**Run 1: metal layers overlaid**

Only two layers are drawn.
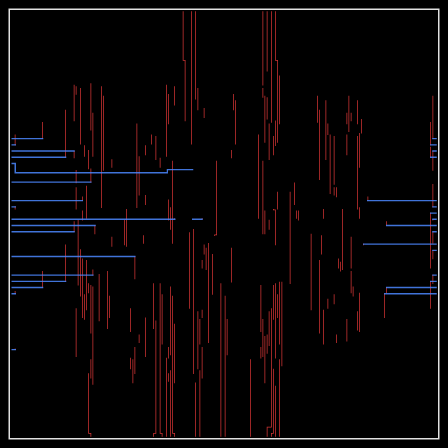
**Run 1: wire density map**

The die is cut into 19 by 19 equal tiles; dark purple is low, yellow is high, scaled to the fullest tile. Values are wire area over tile area, all layers added.
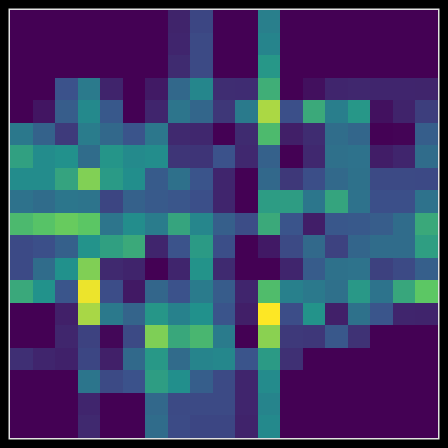
**Run 1: cell classes on the final placement**

Scale bar: 20 um.
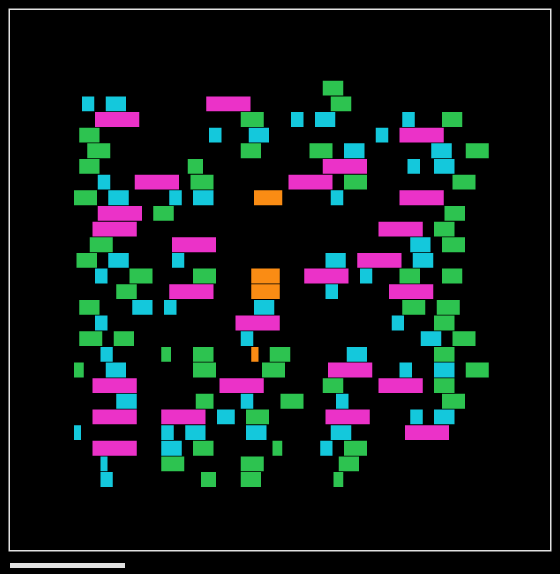
**src/rtl/fb_write_sched.sv**
```systemverilog
// Framebuffer write scheduler: one write per cycle, arbitrating pixel writes against a
// raster-order full-frame fill. The fill engine is built only when FB_WRITE_SCHED_CLEAR_EN is defined.
module fb_write_sched #(
    parameter int ARB_RR = 1
) (
    input  logic       clk,
    input  logic       rst_n,
    input  logic       px_valid,
    input  logic [7:0] px_x,
    input  logic [7:0] px_y,
    input  logic [7:0] px_pix,
    output logic       px_ready,
    input  logic       clear_start,
    input  logic [7:0] clear_color,
    output logic       clear_busy,
    output logic       clear_done,
    output logic [7:0] wr_x,
    output logic [7:0] wr_y,
    output logic [7:0] wr_pix,
    output logic       wr_we
);

`ifdef FB_WRITE_SCHED_CLEAR_EN
    typedef enum logic {IDLE, SWEEP} state_t;

    state_t      state;
    logic [15:0] sweep_cnt;
    logic [7:0]  fill_color;
    logic        last_px;
    logic        fill_req;
    logic        px_grant;
    logic        fill_grant;

    assign fill_req = (state == SWEEP);

    // Grants are gated by reset so px_ready stays low while rst_n is asserted.
    always_comb begin
        // NOTE: both grants get a default before any branch, so no path can infer a latch.
        px_grant   = 1'b0;
        fill_grant = 1'b0;
        if (rst_n) begin
            if (px_valid && fill_req) begin
                if (ARB_RR != 0) begin
                    px_grant   = !last_px;
                    fill_grant = last_px;
                end else begin
                    px_grant   = 1'b1;
                end
            end else begin
                px_grant   = px_valid;
                fill_grant = fill_req;
            end
        end
    end

    assign px_ready   = px_grant;
    assign clear_busy = fill_req;

    always_ff @(posedge clk) begin
        if (!rst_n) begin
            state      <= IDLE;
            sweep_cnt  <= 16'h0000;
            fill_color <= 8'h00;
            last_px    <= 1'b0;
            clear_done <= 1'b0;
            wr_we      <= 1'b0;
            wr_x       <= 8'h00;
            wr_y       <= 8'h00;
            wr_pix     <= 8'h00;
        end else begin
            // NOTE: non-blocking assignments so every register samples pre-edge values.
            wr_we      <= px_grant || fill_grant;
            clear_done <= 1'b0;
            if (px_grant) begin
                wr_x   <= px_x;
                wr_y   <= px_y;
                wr_pix <= px_pix;
            end else if (fill_grant) begin
                wr_x   <= sweep_cnt[7:0];
                wr_y   <= sweep_cnt[15:8];
                wr_pix <= fill_color;
            end
            if (px_grant || fill_grant) begin
                last_px <= px_grant;
            end
            case (state)
                IDLE: begin
                    if (clear_start) begin
                        state      <= SWEEP;
                        fill_color <= clear_color;
                        sweep_cnt  <= 16'h0000;
                    end
                end
                SWEEP: begin
                    // A clear_start seen here is deliberately ignored.
                    if (fill_grant) begin
                        sweep_cnt <= sweep_cnt + 16'd1;
                        if (sweep_cnt == 16'hFFFF) begin
                            state      <= IDLE;
                            clear_done <= 1'b1;
                        end
                    end
                end
                default: state <= IDLE;
            endcase
        end
    end
`else
    logic unused_inputs;

    assign unused_inputs = ^{clear_start, clear_color, (ARB_RR != 0)};
    assign px_ready      = px_valid && rst_n;
    assign clear_busy    = 1'b0;
    assign clear_done    = 1'b0;

    always_ff @(posedge clk) begin
        if (!rst_n) begin
            wr_we  <= 1'b0;
            wr_x   <= 8'h00;
            wr_y   <= 8'h00;
            wr_pix <= 8'h00;
        end else begin
            wr_we <= px_ready;
            if (px_ready) begin
                wr_x   <= px_x;
                wr_y   <= px_y;
                wr_pix <= px_pix;
            end
        end
    end
`endif

endmodule

```
**config.mk**
```make
export PLATFORM = sky130hd
export DESIGN_NAME = fb_write_sched
export DESIGN_NICKNAME = d
export VERILOG_FILES = /design/src/rtl/fb_write_sched.sv
export SDC_FILE = /design/constraint.sdc
export NUM_CORES = 1
export LEC_CHECK = 0
export CAP_MARGIN = 10
export CELL_PAD_IN_SITES_DETAIL_PLACEMENT = 2
export CELL_PAD_IN_SITES_GLOBAL_PLACEMENT = 2
export CORE_MARGIN = 10
export CORE_UTILIZATION = 18
export DETAILED_ROUTE_END_ITERATION = 12
export GPL_ROUTABILITY_DRIVEN = 0
export HOLD_SLACK_MARGIN = 0.02
export PLACE_DENSITY_LB_ADDON = 0.1
export SLEW_MARGIN = 20
export SYNTH_ARGS = -nofsm -noshare
export SYNTH_HDL_FRONTEND = slang
export SYNTH_SLANG_ARGS = --single-unit
export TNS_END_PERCENT = 1
```
**constraint.sdc**
```tcl
create_clock -name clk -period 0.8 [get_ports clk]
set_input_delay 0.12 -clock clk [delete_from_list [all_inputs] [get_ports clk]]
set_output_delay 0.12 -clock clk [all_outputs]
set_load 0.005 [all_outputs]
```
==> out/summary.txt, run 1 <==
Sequence of cells on the critical path -> buf_6
Slowest stage delay, CP -> 340 ps
Worst IR Drop VDD -> 766 uV
Crit Path Class -> flop to output port
Simple-gate area share of the yosys netlist -> 0.166
Leakage power of the design -> 0.716 nW
Setup-failing EPs final -> 25
Hold WC Path Type -> input port to flop
Run status -> finished, violations left
Crit path DAT -> 710 ps
Compound Share, Synth -> 0
Total I/O pin count -> 64
Buffers & Inverters on Critical Path -> 1
Number of cells in Yosys stat -> 83
Worst Setup EP -> wr_pix[1]
Maximum capacitance violations -> 0
Start point of the worst hold path -> px_valid
DRC violations left -> 0
First-iteration detailed-routing DRC count -> 15
Adder Area Share -> 0
Post-route setup slack -> -29.6 ps
Router iterations before antenna repair -> 2
Worst-case hold path end point -> wr_we
Grt peak-use layer -> met2
Number of instances in the synthesized netlist -> 83
Initial antenna violation count -> 0
Proportion of synthesized area in mux cells -> 0.245
Power Density -> 1600 nW/um2
R2r startpoint -> wr_x[4]
# H-tree levels -> 1
Antenna diodes -> 0
YS chip area -> 981 um2
Hold buffers post-CTS -> 0
Std-Cell Rows -> 26
Largest buffer count on any clock path -> 2
Clock network latency to the later pin of the worst-skew pair -> 260 ps
Failing checks -> negative setup slack
Launch point of the critical path -> wr_pix[1]
Maximum fanout count along the critical path -> 2
Notes on 'metal layers overlaid' above:
- metal 3: blue (wire length 315 um)
- metal 2: red (wire length 1620 um)
GRT Total Usage: 0.0727
total routed wirelength: 3150 um
overall via count from detail_route: 787
average routed wire per standard cell: 15.2 um

Notes on 'wire density map' above:
- tiles over half the peak: 14%
- densest ninth of the die: middle left
- mean over tiles: 0.058
- emptiest ninth of the die: lower right
- fullest tile: 0.25

Notes on 'cell classes on the final placement' above:
- other buffers and delay cells: green (cells 56)
- flops: magenta (cells 25)
- combinational and other logic: cyan (cells 52)
- clock drivers and dummy loads: orange (cells 4)

-- run 1: metal layers --
layer,up-vias,share of wire
li1,371,-
met4,0,0.0032
met5,-,0
met1,381,0.38
met3,2,0.10
met2,33,0.51
-- run 1: stage by stage --
stage / hold WS, ps / setup TNS (ps) / setup slack (ps) / cells / instance area, um2
after global routing: 331 / -1430 / -70.4 / 207 / 1640
after detailed placement: 509 / -16680 / -618 / 203 / 1550
after floorplan: 248 / 0 / 74.4 / 84 / 985
after CTS: 464 / -1050 / -49.4 / 207 / 1610
final: 327 / -583 / -29.6 / 207 / 1640
after global placement: 497 / -15900 / -633 / 203 / 1550
-- run 1: layout make-up --
cell class,count,area (um2)
Multi-Input combinational cell,52,413
Timing Repair Buffer,56,566
Sequential cell,25,532
Tap cell,70,87.6
Clock buffer,4,45.0
Fill cell,556,3560
-- run 1: placed cells by master, fill, tap and decap left out, drive strengths merged --
cell type and count:
and2 2, mux2i 24, conb 2, buf 30
dfxtp 25, nor2b 24, clkbuf 5, dlygate4sd2 1
clkdlybuf4s50 24
-- run 1: synthesized netlist by cell type --
| cell | number | area (um2) |
|---|---|---|
| dfxtp_1 | 25 | 500 |
| mux2i_1 | 24 | 240 |
| nor2b_1 | 24 | 150 |
| and2_1 | 2 | 12.5 |
| buf_12 | 2 | 40.0 |
| buf_4 | 2 | 15.0 |
| clkbuf_1 | 2 | 7.51 |
| buf_6 | 1 | 11.3 |
| conb_1 | 1 | 3.75 |
-- run 1: power by group --
| group | switching (mW) | internal, mW |
|---|---|---|
| registers | 0.0494 | 1.33 |
| logic | 0.161 | 0.336 |
| clock network | 0.393 | 0.356 |
-- run 1: state kept, by name (all words and copies together) (netlist names) --
register  count
wr_pix        8
wr_we         1
wr_x          8
wr_y          8
**Run 1: cell area per tile**

Scale bar: 20 um. The die is cut into 9 by 9 equal tiles; dark purple is low, yellow is high, 0 to 100% covered.
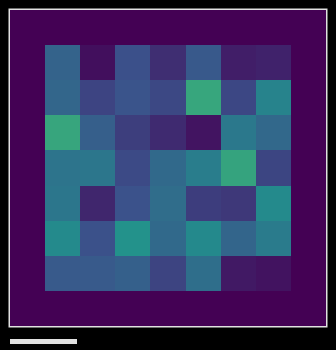

## Run 2: what changed since run 1
Settings changed: SETUP_SLACK_MARGIN from default to 0.5.
**Run 2: cell area per tile**

Scale bar: 20 um. The die is cut into 9 by 9 equal tiles; dark purple is low, yellow is high, 0 to 100% covered.
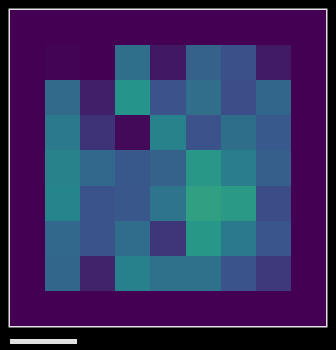
- densest ninth of the die: center
- fullest tile: 56%
- emptiest ninth of the die: upper left
- nearly empty tiles: 42%
Core Box Area: 5200 um2
core utilization of the finished layout: 0.325

**Run 2: cell classes on the final placement**

Scale bar: 20 um.
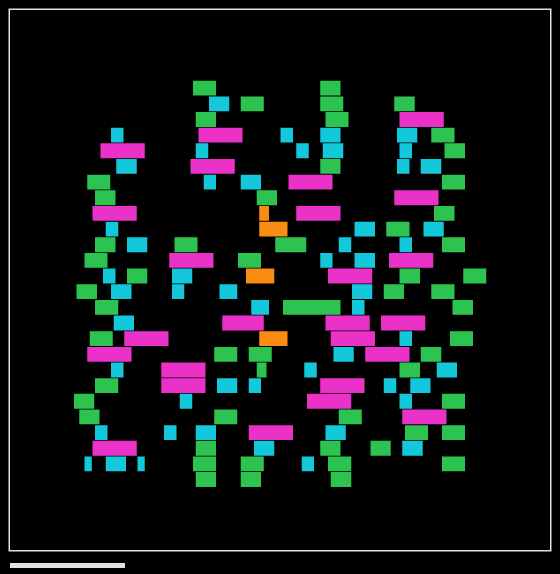
- other buffers and delay cells: green (cells 56)
- flops: magenta (cells 25)
- clock drivers and dummy loads: orange (cells 4)
- combinational and other logic: cyan (cells 52)

==> run 2 against run 1 <==
The run still ends with negative setup slack left. Wire length fell by 0.29%. Global-route usage rose by 0.067 points. Synthesized cell count did not move. Die area did not move. Via count fell by 1.7%. Area after synthesis did not move. Sequential power barely moved. Cell area rose by 3.1%. Critical path type unchanged. Largest power group unchanged.
==> out/summary.txt, run 2 <==
Failing checks -> negative setup slack
Switching power of the nets -> 0.613 mW (+1.7%)
Cell area after placement -> 1540 um2 (-0.48%)
Hold buffers post-CTS -> 0 (unchanged)
Leakage power of the design -> 0.735 nW (+2.7%)
Total I/O pin count -> 64 (unchanged)
Router iterations before antenna repair -> 2 (unchanged)
Combinational power share -> 0.197 (+0.008)
Number of instances in the synthesized netlist -> 83 (unchanged)
Std-Cell Rows -> 26 (unchanged)
Top flop regs -> wr_pix: 8 flops, wr_x: 8 flops, wr_y: 8 flops
Setup-failing EPs final -> 26 (+4.0%)
Async set-reset flop share out of synthesis -> 0 (unchanged)
Design area -> 1690 um2 (+3.1%)
Maximum fanout count along the critical path -> 2 (unchanged)
Most used flip-flop cell -> dfxtp_1
Crit path DAT -> 720 ps (about the same)
Number of cells in Yosys stat -> 83 (unchanged)
Combined flip-flop and latch cell area -> 531 um2 (-0.24%)
Fill count -> 564 (+1.4%)
DRC violations left -> 0 (unchanged)
Leading cell types in the layout, fill and taps excluded -> buf_6, mux2i_1, nor2b_1, clkdlybuf4s50_1, dfxtp_2
Post-route setup slack -> -36.8 ps (-7.24 ps)
Most frequent standard cell in the layout excluding fill and tap cells -> buf_6
Clock network latency to the later pin of the worst-skew pair -> 260 ps (about the same)
Run status -> finished, violations left
## run 2: worst min-delay path, cell delays in order
cell,delay [ps]
buf_6,90
buf_6,150
nor2b_1,130
## run 2: path summary, 6_finish.rpt
kind | slack (ps) | endpoint | depth (start not counted) | startpoint
min | 270 | wr_y[7] | 3 | rst_n
max reg2reg | -20 | wr_y[7] | 4 | wr_y[7]
max | -40 | wr_y[0] | 1 | wr_y[0]
min reg2reg | 530 | wr_pix[6] | 2 | wr_pix[6]
## run 2: metrics by stage
step	setup TNS [ps]	hold slack, ps
floorplan	0	248
global placement	-19420	498
detailed placement	-19890	511
CTS	-1160	267
global route	-1600	277
finish	-651	267
## run 2: cell families after synthesis
group,count (synthesis),share of synthesized area
AND/OR/NAND/NOR,26,0.166
flip-flops,25,0.510
multiplexers,24,0.245
buffers and inverters,7,0.0753
other,1,0.00382
## run 2: routing by layer
layer / track usage / share of wire / vias up
met4: 0.0266 / 0.0073 / 0
met5: 0 / 0 / -
met1: 0.0702 / 0.37 / 370
met3: 0.0400 / 0.12 / 2
li1: - / - / 372
met2: 0.130 / 0.51 / 30
## run 2: power groups by stage
stage,logic [mW],clock network [mW],registers [mW]
floorplan,0.195,0,1.39
global placement,0.487,0,1.38
detailed placement,0.500,0,1.38
CTS,0.525,0.817,1.38
global route,0.575,0.855,1.40
finish,0.523,0.750,1.38
## run 2: repair_timing
item,in CTS,in global routing
resized,169,5
setup buffers,1,0
setup endpoints to repair,51,51
pin swaps,2,2
## run 2: layout make-up
cell class	instances	area share
sequential	25	0.313
timing repair buffer	56	0.363
multi-input combinational	52	0.245
clock inverter	1	0.00295
clock buffer	3	0.0244
tap	70	0.0517
**Run 2: metal layers overlaid**

Only two layers are drawn.
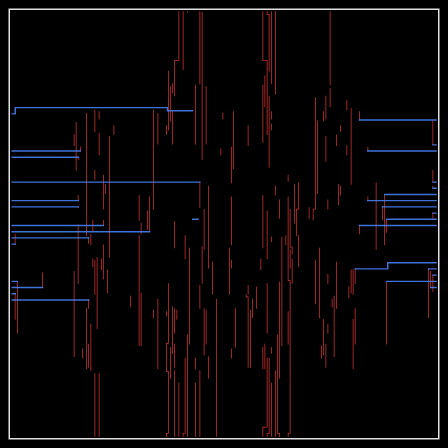

## Run 3: what changed since run 2
Settings changed: CELL_PAD_IN_SITES_DETAIL_PLACEMENT 2 to 1, CELL_PAD_IN_SITES_GLOBAL_PLACEMENT 2 to 1, CORE_UTILIZATION 18 to 23.
**Run 3: metal layers overlaid**

Only two layers are drawn.
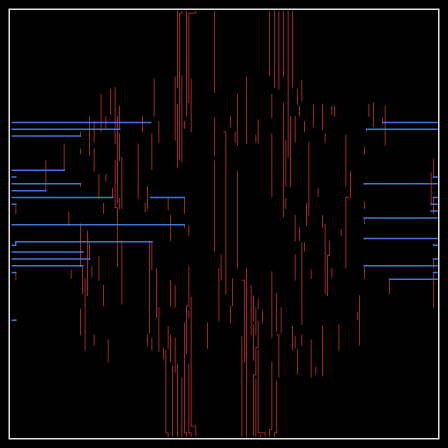
- metal 2: red (wire length 1410 um)
- metal 3: blue (wire length 327 um)
overall via count from detail_route: 772
total routed wirelength: 2880 um
GRT Total Usage: 0.0770
average routed wire per standard cell: 15.1 um

==> run 3 against run 2 <==
The run still ends with negative setup slack left. Sequential cell count unchanged. Combinational power up 5.0%. Via count down 0.26%. Cell count down 7.7%. Sequential power about the same. Utilization up 9.7 points. Worst setup slack better by 9.2 ps. Fmax up 1.1%.
==> out/summary.txt, run 3 <==
Run status -> finished, violations left
Failing checks -> negative setup slack
Combinational power share -> 0.206 (+0.009)
R2r startpoint -> wr_y[0]
Leading area contributor after synthesis -> dfxtp_1
Maximum fanout count along the critical path -> 2 (unchanged)
Total I/O pin count -> 64 (unchanged)
Start point of the worst hold path -> rst_n
Number of cells in Yosys stat -> 83 (unchanged)
Launch point of the critical path -> wr_x[2]
Final Net Count -> 178
Top flop regs -> wr_pix: 8 flops, wr_x: 8 flops, wr_y: 8 flops
Switching power of the nets -> 0.601 mW (-2.1%)
Hold buffers post-CTS -> 0 (unchanged)
Most used flip-flop cell -> dfxtp_1
Antenna diodes -> 0
R2r worst-path depth -> 3 (-1)
Final setup TNS -> -534 ps (+117 ps)
Std-Cell Rows -> 23 (-12%)
Worst hold slack across all endpoints -> 323 ps (+55.5 ps)
Number of cells traversed by the worst hold path -> 3 (unchanged)
DRC violations left -> 0 (unchanged)
Router iterations before antenna repair -> 2 (unchanged)
Setup-failing EPs final -> 25 (-3.8%)
Leakage power of the design -> 0.763 nW (+3.8%)
Number of instances in the synthesized netlist -> 83 (unchanged)
Crit path DAT -> 710 ps (about the same)
Post-route setup slack -> -27.6 ps (+9.21 ps)
Leading cell types in the layout, fill and taps excluded -> buf_6, dfxtp_2, mux2i_1, nor2b_1, clkdlybuf4s50_1
Async set-reset flop share out of synthesis -> 0 (unchanged)
Number of global-route vias before repair -> 852
**Run 3: cell classes on the final placement**

Scale bar: 20 um.
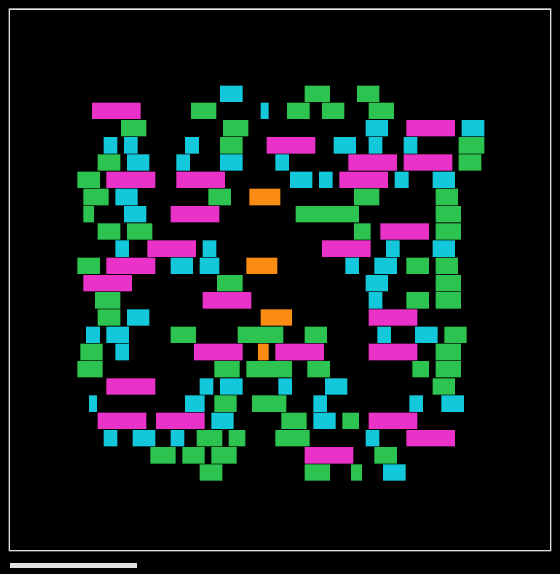
- other buffers and delay cells: green (cells 60)
- combinational and other logic: cyan (cells 52)
- clock drivers and dummy loads: orange (cells 4)
- flops: magenta (cells 25)

-- run 3: power groups by stage --
stage	clock network, mW	logic, mW	registers, mW
floorplan	0	0.195	1.39
global placement	0	0.496	1.38
detailed placement	0	0.504	1.38
CTS	0.790	0.551	1.38
global route	0.850	0.593	1.39
finish	0.735	0.549	1.38
-- run 3: metrics by stage --
stage	cell area [um2]	cells	utilization	total power, mW
after global routing	1720	191	0.423	2.84
after CTS	1690	191	0.417	2.72
after detailed placement	1540	183	0.379	1.89
after global placement	1540	183	0.379	1.88
final	1720	191	0.423	2.67
after floorplan	993	84	-	1.58
-- run 3: cell families (layout without fill, tap and decap cells) --
kind of cell  after synthesis  in the layout  share of synthesized area
mux                        24             24                      0.245
buf+inv                     7             64                     0.0753
simple gates               26             26                      0.166
other cells                 1              2                    0.00382
flops                      25             25                      0.510
-- run 3: area by class of cell --
| class | count | area (um2) |
|---|---|---|
| Sequential cell | 25 | 532 |
| Multi-Input combinational cell | 52 | 415 |
| Fill cell | 439 | 2340 |
| Tap cell | 50 | 62.6 |
| Clock buffer | 3 | 41.3 |
| Clock inverter | 1 | 5.00 |
| Timing Repair Buffer | 60 | 659 |
-- run 3: worst paths after layout --
| path | end | slack, ps |
|---|---|---|
| worst max-delay path | wr_x[2] | -30 |
| worst min-delay path | wr_pix[0] | 320 |
| worst max register to register | wr_y[0] | 60 |
| worst min register to register | wr_x[7] | 510 |
-- run 3: per-layer routing --
layer  share of wire  routed length, um  up-vias  GRT usage
li1                -                  -      379          -
met1            0.39               1130      361     0.0803
met2            0.49               1410       30      0.125
met3            0.11                326        2     0.0459
met4          0.0049                 14        0     0.0269
met5               0                  0        -          0
-- run 3: timing repair --
item	CTS	global route
resized	167	5
pin swaps	1	1
gates cloned	1	0
setup endpoints to repair	51	51
buffers inserted	3	0
Power figures rest on the tool's default switching activity, not on a simulated workload.
